[src/rtl/aes_engine_scheduler_if.sv]
// Bundle of the requester, engine and output-stage signals around the
// AES engine scheduler. The scheduler uses the slave modport; the
// surrounding environment (requesters, engine, output stage) uses master.
interface aes_engine_scheduler_if #(
  parameter int DATA_W = 128
);
  logic              req0_valid;
  logic [DATA_W-1:0] req0_block;
  logic              req0_ready;
  logic              req1_valid;
  logic [DATA_W-1:0] req1_block;
  logic              req1_ready;
  logic              eng_start;
  logic [DATA_W-1:0] eng_plaintext;
  logic              eng_done;
  logic [DATA_W-1:0] eng_ciphertext;
  logic              transformer_done;
  logic [DATA_W-1:0] ciphertext;
  logic              output_read;
  logic              owner;
  logic              busy;
  logic              timeout_err;

  modport master (
    output req0_valid, req0_block, req1_valid, req1_block,
    output eng_done, eng_ciphertext, output_read,
    input  req0_ready, req1_ready, eng_start, eng_plaintext,
    input  transformer_done, ciphertext, owner, busy, timeout_err
  );

  modport slave (
    input  req0_valid, req0_block, req1_valid, req1_block,
    input  eng_done, eng_ciphertext, output_read,
    output req0_ready, req1_ready, eng_start, eng_plaintext,
    output transformer_done, ciphertext, owner, busy, timeout_err
  );
endinterface

[src/rtl/aes_engine_scheduler.sv]
// Round-robin scheduler in front of the single AES round-transformer.
// Grants one of two requesters, launches the engine, captures its result,
// hands it to the output stage and waits for output_read before the next
// grant. All outputs are registered.
// Optional feature: define SCHED_TIMEOUT_EN to build the engine watchdog
// (TIMEOUT_CYCLES, 1..255); otherwise timeout_err is tied low.
module aes_engine_scheduler #(
  parameter int DATA_W         = 128,
  parameter int TIMEOUT_CYCLES = 64
) (
  input  logic                  clk,
  input  logic                  rst_,
  aes_engine_scheduler_if.slave bus
);

  typedef enum logic [1:0] {
    IDLE     = 2'd0,
    WAIT_ENG = 2'd1,
    WAIT_OUT = 2'd2
  } state_t;

  state_t state;
  state_t state_nxt;

  // Registered outputs and arbitration history
  logic              ready0_q;
  logic              ready1_q;
  logic              start_q;
  logic              done_q;
  logic              tout_q;
  logic              owner_q;
  logic              busy_q;
  logic              last_q;
  logic [DATA_W-1:0] plain_q;
  logic [DATA_W-1:0] cipher_q;

  // Next values for the registered outputs
  logic              ready0_d;
  logic              ready1_d;
  logic              start_d;
  logic              done_d;
  logic              tout_d;
  logic              owner_d;
  logic              busy_d;
  logic              last_d;
  logic [DATA_W-1:0] plain_d;
  logic [DATA_W-1:0] cipher_d;

  logic grant0;
  logic grant1;
  logic grant;
  logic capture;
  logic expire;

  if (TIMEOUT_CYCLES < 1 || TIMEOUT_CYCLES > 255) begin : g_bad_timeout
    $error("TIMEOUT_CYCLES must be in 1..255");
  end

  // On a tie the requester that was not served last wins; last_q resets to 1
  // so requester 0 takes the first tie.
  assign grant0  = (state == IDLE) && bus.req0_valid && (!bus.req1_valid || last_q);
  assign grant1  = (state == IDLE) && bus.req1_valid && (!bus.req0_valid || !last_q);
  assign grant   = grant0 || grant1;
  assign capture = (state == WAIT_ENG) && bus.eng_done;

`ifdef SCHED_TIMEOUT_EN
  logic [7:0] wd_cnt;

  // Watchdog: counts WAIT_ENG cycles without eng_done, cleared on each grant
  always_ff @(posedge clk) begin
    if (!rst_) begin
      wd_cnt <= 8'd0;
    end else if (grant) begin
      wd_cnt <= 8'd0;
    end else if ((state == WAIT_ENG) && !bus.eng_done) begin
      wd_cnt <= wd_cnt + 8'd1;
    end
  end

  // eng_done on the expiry edge takes precedence, so it masks expiry here
  assign expire = (state == WAIT_ENG) && !bus.eng_done &&
                  (wd_cnt == 8'(TIMEOUT_CYCLES - 1));
`else
  assign expire = 1'b0;
`endif

  // State register
  always_ff @(posedge clk) begin
    if (!rst_) begin
      state <= IDLE;
    end else begin
      state <= state_nxt;
    end
  end

  // Next-state decode
  always_comb begin
    state_nxt = state;
    case (state)
      IDLE:     if (grant) state_nxt = WAIT_ENG;
      WAIT_ENG: begin
        if (capture)     state_nxt = WAIT_OUT;
        else if (expire) state_nxt = IDLE;
      end
      WAIT_OUT: if (bus.output_read) state_nxt = IDLE;
      default:  state_nxt = IDLE;
    endcase
  end

  // Output decode: next values of every registered output
  always_comb begin
    ready0_d = grant0;
    ready1_d = grant1;
    start_d  = grant;
    done_d   = capture;
    tout_d   = expire;
    busy_d   = (state_nxt != IDLE);
    owner_d  = owner_q;
    last_d   = last_q;
    plain_d  = plain_q;
    cipher_d = cipher_q;
    if (grant0) begin
      plain_d = bus.req0_block;
      owner_d = 1'b0;
      last_d  = 1'b0;
    end else if (grant1) begin
      plain_d = bus.req1_block;
      owner_d = 1'b1;
      last_d  = 1'b1;
    end
    if (capture) begin
      cipher_d = bus.eng_ciphertext;
    end
  end

  // Output registers; reset clears the block buffers too so an abandoned
  // block leaves nothing behind
  always_ff @(posedge clk) begin
    if (!rst_) begin
      ready0_q <= 1'b0;
      ready1_q <= 1'b0;
      start_q  <= 1'b0;
      done_q   <= 1'b0;
      tout_q   <= 1'b0;
      busy_q   <= 1'b0;
      owner_q  <= 1'b0;
      last_q   <= 1'b1;
      plain_q  <= '0;
      cipher_q <= '0;
    end else begin
      ready0_q <= ready0_d;
      ready1_q <= ready1_d;
      start_q  <= start_d;
      done_q   <= done_d;
      tout_q   <= tout_d;
      busy_q   <= busy_d;
      owner_q  <= owner_d;
      last_q   <= last_d;
      plain_q  <= plain_d;
      cipher_q <= cipher_d;
    end
  end

  assign bus.req0_ready       = ready0_q;
  assign bus.req1_ready       = ready1_q;
  assign bus.eng_start        = start_q;
  assign bus.eng_plaintext    = plain_q;
  assign bus.transformer_done = done_q;
  assign bus.ciphertext       = cipher_q;
  assign bus.owner            = owner_q;
  assign bus.busy             = busy_q;
  assign bus.timeout_err      = tout_q;

endmodule

[src/flat_wrapper.sv]
// flat-port wrapper written by rule: the top's interface ports become plain ports
module aes_engine_scheduler_flat 
#(
  parameter int DATA_W         = 128,
  parameter int TIMEOUT_CYCLES = 64
)
  (clk, rst_, bus_req0_valid, bus_req0_block, bus_req1_valid, bus_req1_block, bus_eng_done, bus_eng_ciphertext, bus_output_read, bus_req0_ready, bus_req1_ready, bus_eng_start, bus_eng_plaintext, bus_transformer_done, bus_ciphertext, bus_owner, bus_busy, bus_timeout_err);
  aes_engine_scheduler_if #(.DATA_W(DATA_W)) bus_i ();
  input  logic clk;
  input  logic rst_;
  input wire logic [$bits(bus_i.req0_valid)-1:0] bus_req0_valid;
  input wire logic [$bits(bus_i.req0_block)-1:0] bus_req0_block;
  input wire logic [$bits(bus_i.req1_valid)-1:0] bus_req1_valid;
  input wire logic [$bits(bus_i.req1_block)-1:0] bus_req1_block;
  input wire logic [$bits(bus_i.eng_done)-1:0] bus_eng_done;
  input wire logic [$bits(bus_i.eng_ciphertext)-1:0] bus_eng_ciphertext;
  input wire logic [$bits(bus_i.output_read)-1:0] bus_output_read;
  output wire logic [$bits(bus_i.req0_ready)-1:0] bus_req0_ready;
  output wire logic [$bits(bus_i.req1_ready)-1:0] bus_req1_ready;
  output wire logic [$bits(bus_i.eng_start)-1:0] bus_eng_start;
  output wire logic [$bits(bus_i.eng_plaintext)-1:0] bus_eng_plaintext;
  output wire logic [$bits(bus_i.transformer_done)-1:0] bus_transformer_done;
  output wire logic [$bits(bus_i.ciphertext)-1:0] bus_ciphertext;
  output wire logic [$bits(bus_i.owner)-1:0] bus_owner;
  output wire logic [$bits(bus_i.busy)-1:0] bus_busy;
  output wire logic [$bits(bus_i.timeout_err)-1:0] bus_timeout_err;
  assign bus_i.req0_valid = bus_req0_valid;
  assign bus_i.req0_block = bus_req0_block;
  assign bus_i.req1_valid = bus_req1_valid;
  assign bus_i.req1_block = bus_req1_block;
  assign bus_i.eng_done = bus_eng_done;
  assign bus_i.eng_ciphertext = bus_eng_ciphertext;
  assign bus_i.output_read = bus_output_read;
  assign bus_req0_ready = bus_i.req0_ready;
  assign bus_req1_ready = bus_i.req1_ready;
  assign bus_eng_start = bus_i.eng_start;
  assign bus_eng_plaintext = bus_i.eng_plaintext;
  assign bus_transformer_done = bus_i.transformer_done;
  assign bus_ciphertext = bus_i.ciphertext;
  assign bus_owner = bus_i.owner;
  assign bus_busy = bus_i.busy;
  assign bus_timeout_err = bus_i.timeout_err;
  aes_engine_scheduler #(.DATA_W(DATA_W), .TIMEOUT_CYCLES(TIMEOUT_CYCLES)) u_core (.clk(clk), .rst_(rst_), .bus(bus_i));
endmodule
[config.mk]
export PLATFORM = sky130hd
export DESIGN_NAME = aes_engine_scheduler_flat
export DESIGN_NICKNAME = d
export VERILOG_FILES = /design/src/rtl/aes_engine_scheduler_if.sv /design/src/rtl/aes_engine_scheduler.sv /design/src/flat_wrapper.sv
export SDC_FILE = /design/constraint.sdc
export NUM_CORES = 1
export LEC_CHECK = 0
export ABC_AREA = 0
export CAP_MARGIN = 20
export CORE_AREA = 5 5 248 250
export DETAILED_ROUTE_END_ITERATION = 8
export DIE_AREA = 0 0 253 255
export MAX_ROUTING_LAYER = met4
export SYNTH_ARGS = -nofsm -noshare
export SYNTH_HDL_FRONTEND = slang
export SYNTH_SLANG_ARGS = --single-unit
[constraint.sdc]
create_clock -name clk -period 1.5 [get_ports clk]
set_clock_uncertainty 0.15 [all_clocks]
set_input_delay 0.3 -clock clk [delete_from_list [all_inputs] [get_ports clk]]
set_output_delay 0.3 -clock clk [all_outputs]
set_load 0.1 [all_outputs]
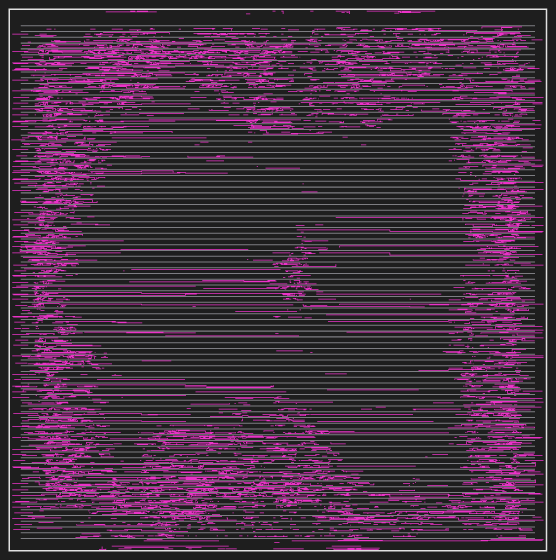
**Above:** run 1 (the metal 1 layer).
Supply wires on this layer in gray.
nets with wire on the layer	2,206
wire length on this layer	23.9 mm

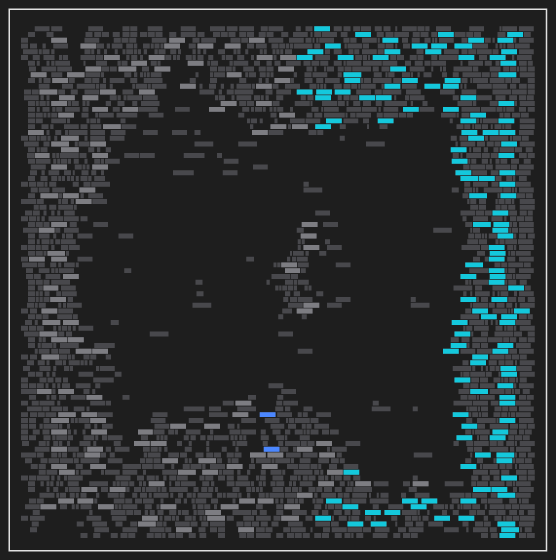
**Above:** run 1 (register map, names as in the netlist).
Other sequential cells in the stronger gray, the rest of the logic in the fainter gray.
netlist name	color	placed flops
u_core.state	blue	2
u_core.bus.ciphertext	cyan	128

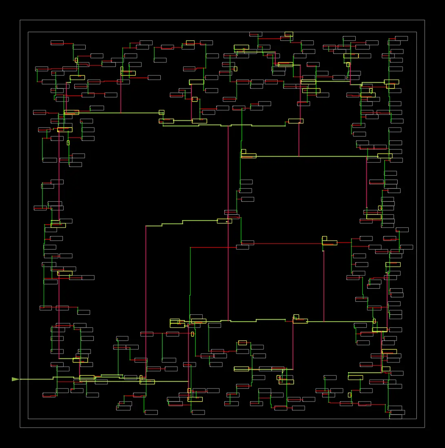
**Above:** run 1 (clock wiring as the flow saved it).
final sequential cell count: 265
clock tree sinks: 265
power in the clock group: 7.97 mW

==> qor.rpt, run 1 <==
GRT
-----------------------------------------------------------------------------------------------
Final global-route overflow total                                                             0
Initial antenna violation count                                                               4
Met2 track demand over resource                                                           0.283

CLOCK TREE
-----------------------------------------------------------------------------------------------
Clock input transition at the sequential cells of the worst setup and hold paths        0.06 ns
Maximum root-to-sink buffer count                                                             3
Total clock buffers created by CTS                                                           34

WORST SETUP PATH
-----------------------------------------------------------------------------------------------
Reg-to-Reg Start                                                                   u_core.state[0]
Worst path depth                                                                              8
Launch point of the worst path                                                     u_core.state[0]
Crit end category                                                                      register
Critical path endpoint                                                             u_core.bus.eng_plaintext[28]

ROUTE
-----------------------------------------------------------------------------------------------
Router iterations before antenna repair                                                       4
Total vias in the final route                                                            13,900
Highest metal layer with signal wires                                                      met4
Per-cell via count in the routed design                                                    4.78
Wire length on met2                                                                32,700 microns
Residual DRC count                                                                            0

STA
-----------------------------------------------------------------------------------------------
Setup WS post-layout                                                                  -0.347 ns
Worst Hold Margin                                                                      0.132 ns
Final clock period utilization by the worst path                                           1.23
Final count of negative-setup-slack endpoints                                               516

FLOORPLAN
-----------------------------------------------------------------------------------------------
Initial cell density of the core                                                          0.186
Die Y-Extent                                                                        255 microns
Top Ports                                                                                   653
Die width                                                                           253 microns

FINAL LAYOUT
-----------------------------------------------------------------------------------------------
# diodes                                                                                      6
Most used logic cell in the final layout                                           sky130_fd_sc_hd__clkdlybuf4s50_1
Clock tree buffer count of the final layout                                                  45
Clock buffer and inverter area fraction after layout                                     0.0398
Most area-hungry cell class in the final design                                         buffers
Layout overhead on the synthesized area                                                    145%
Tally of filler cells in the layout                                                       5,188

OUTCOME
-----------------------------------------------------------------------------------------------
Run status                                                                         finished, violations left
Failing checks                                                                     negative setup slack

HOLD PATH
-----------------------------------------------------------------------------------------------
Hold Path Sink                                                                     u_core.bus.req1_ready

YOSYS
-----------------------------------------------------------------------------------------------
Async set or reset register ratio after synthesis                                             0
Cell taking the most area after synthesis                                          sky130_fd_sc_hd__dfxtp_1
Warning count from the yosys run                                                              0
Xor and xnor fraction of the mapped netlist area                                              0
Portion of the post-synthesis area used by sequential elements                            0.485
Number of cells in Yosys stat                                                             1,347

PWR
-----------------------------------------------------------------------------------------------
Top power group                                                                    combinational cells
Pwr per Cell Area                                                                  1090 nW/um^2
Comb. pwr                                                                               12.8 mW

PLACED DESIGN
-----------------------------------------------------------------------------------------------
Number of cells in the design after placement                                             2,751
Post-detailed-placement half-perimeter wirelength                                  42,900 microns

RUN
-----------------------------------------------------------------------------------------------
Total number of warnings across the stage logs                                               29

run 1: stage by stage:
stage	instance area [sq um]	TNS, ns
final	26800	-60.02
after global routing	26800	-90.63
after CTS	23200	-66.83
after detailed placement	21800	-140.26
after global placement	21800	-137.94
after floorplan	11000	-6.29
run 1: sequential cells by signal, indices dropped and copies added, names as in the netlist:
name	flops
u_core.state	2
u_core.bus.eng_start	1
u_core.bus.busy	1
u_core.bus.owner	1
u_core.last_q	1
u_core.bus.ciphertext	128
u_core.bus.req1_ready	1
u_core.bus.eng_plaintext	128
u_core.bus.transformer_done	1
u_core.bus.req0_ready	1
run 1: repair_timing:
action | in CTS | in global routing
endpoints found under the setup margin | 520 | 522
resized | 69 | 799
pin swaps | 71 | 245
buffers inserted | 2 | 56
gates cloned | 4 | 27
==> run 2, diff against run 1 <==
==> constraint.sdc (replaced) <==
create_clock -name clk -period 1.5 [get_ports clk]
set_clock_uncertainty 0.15 [all_clocks]
set_input_delay 0.375 -clock clk [delete_from_list [all_inputs] [get_ports clk]]
set_output_delay 0.375 -clock clk [all_outputs]
set_load 0.1 [all_outputs]
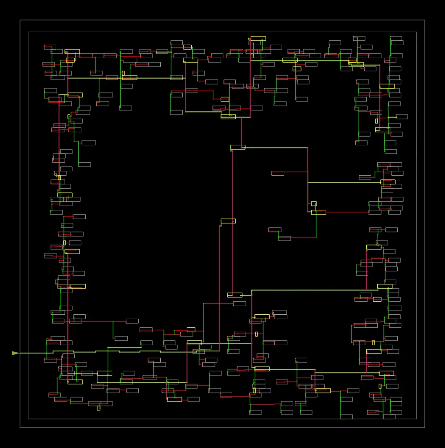
**Above:** run 2 (clock wiring as the flow saved it).
total clock buffers created by CTS: 29
clock latency of the later-clocked register in the worst-skew pair: 0.55 ns

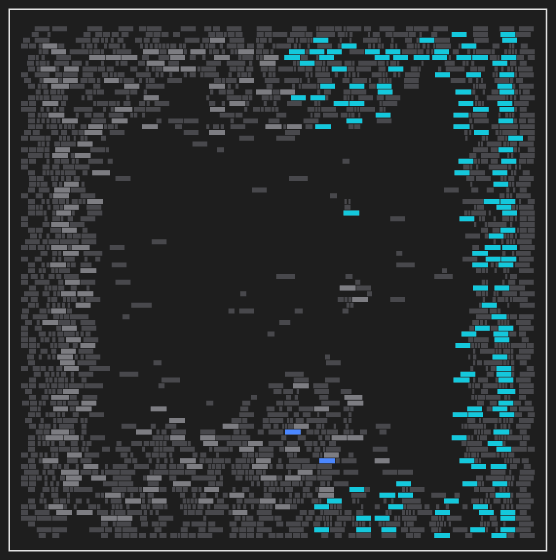
**Above:** run 2 (register map, names as in the netlist).
Other sequential cells in the stronger gray, the rest of the logic in the fainter gray.
netlist name	color	placed flops
u_core.state	blue	2
u_core.bus.ciphertext	cyan	128

==> qor.rpt, run 2 <==
PWR
-----------------------------------------------------------------------------------------------
Pwr per Cell Area                                                                  1130 nW/um^2
Comb. pwr                                                                               11.7 mW

FINAL LAYOUT
-----------------------------------------------------------------------------------------------
Most used logic cell in the final layout                                           sky130_fd_sc_hd__clkdlybuf4s50_1
Layout overhead on the synthesized area                                                    118%
Tally of filler cells in the layout                                                       5,595
Post-layout instance area                                                          23,800 sq um

CLOCK TREE
-----------------------------------------------------------------------------------------------
Clock input transition at the sequential cells of the worst setup and hold paths        0.06 ns
Post-CTS Resized                                                                            137
Maximum root-to-sink buffer count                                                             3

YOSYS
-----------------------------------------------------------------------------------------------
Xor and xnor fraction of the mapped netlist area                                              0
Cell taking the most area after synthesis                                          sky130_fd_sc_hd__dfxtp_1
Portion of the post-synthesis area used by sequential elements                            0.485
Number of cells in Yosys stat                                                             1,347
Async set or reset register ratio after synthesis                                             0
Warning count from the yosys run                                                              0

ROUTE
-----------------------------------------------------------------------------------------------
Total vias in the final route                                                            13,400
Wire length on met2                                                                29,200 microns
Highest metal layer with signal wires                                                      met4

WORST SETUP PATH
-----------------------------------------------------------------------------------------------
Crit end category                                                                      register
Critical path endpoint                                                             u_core.bus.eng_plaintext[44]
Launch point of the worst path                                                     bus_req0_valid
Reg-to-Reg Start                                                                   u_core.state[0]

FLOORPLAN
-----------------------------------------------------------------------------------------------
Die Y-Extent                                                                        255 microns

STA
-----------------------------------------------------------------------------------------------
Final clock period utilization by the worst path                                           1.24
Setup TNS after final layout                                                          -85.42 ns
Final count of negative-setup-slack endpoints                                               524
Setup WS post-layout                                                                  -0.363 ns

GRT
-----------------------------------------------------------------------------------------------
Met2 track demand over resource                                                           0.287
Initial antenna violation count                                                               8

OUTCOME
-----------------------------------------------------------------------------------------------
Failing checks                                                                     negative setup slack
Run status                                                                         finished, violations left

RUN
-----------------------------------------------------------------------------------------------
Total number of warnings across the stage logs                                               29

PLACED DESIGN
-----------------------------------------------------------------------------------------------
Post-detailed-placement half-perimeter wirelength                                  43,800 microns

==> run 2: stage by stage <==
step,power [mW],hold WS [ns]
2_1_floorplan,14.4,0.314
3_3_place_gp,19.6,0.326
3_5_place_dp,19.7,0.334
4_1_cts,26.9,0.152
5_1_grt,28.0,0.171
6_report,27.0,0.199
==> run 2: kinds of logic after synthesis <==
logic type	Yosys count
buffers and inverters	158
flip-flops	265
AND/OR/NAND/NOR	407
AND-OR/OR-AND	516
other	1
==> run 2: layout make-up <==
type | count | area [sq um] | area share
repair buffers | 834 | 11200 | 0.472
flip-flops and latches | 265 | 5450 | 0.229
multi-input cells | 925 | 5240 | 0.220
well taps | 773 | 967 | 0.0406
clock buffers | 46 | 860 | 0.0361
diodes | 10 | 25.0 | 0.00105
clock inverters | 2 | 13.8 | 0.000578
inverters | 1 | 11.3 | 0.000473
Power figures rest on the tool's default switching activity, not on a simulated workload.
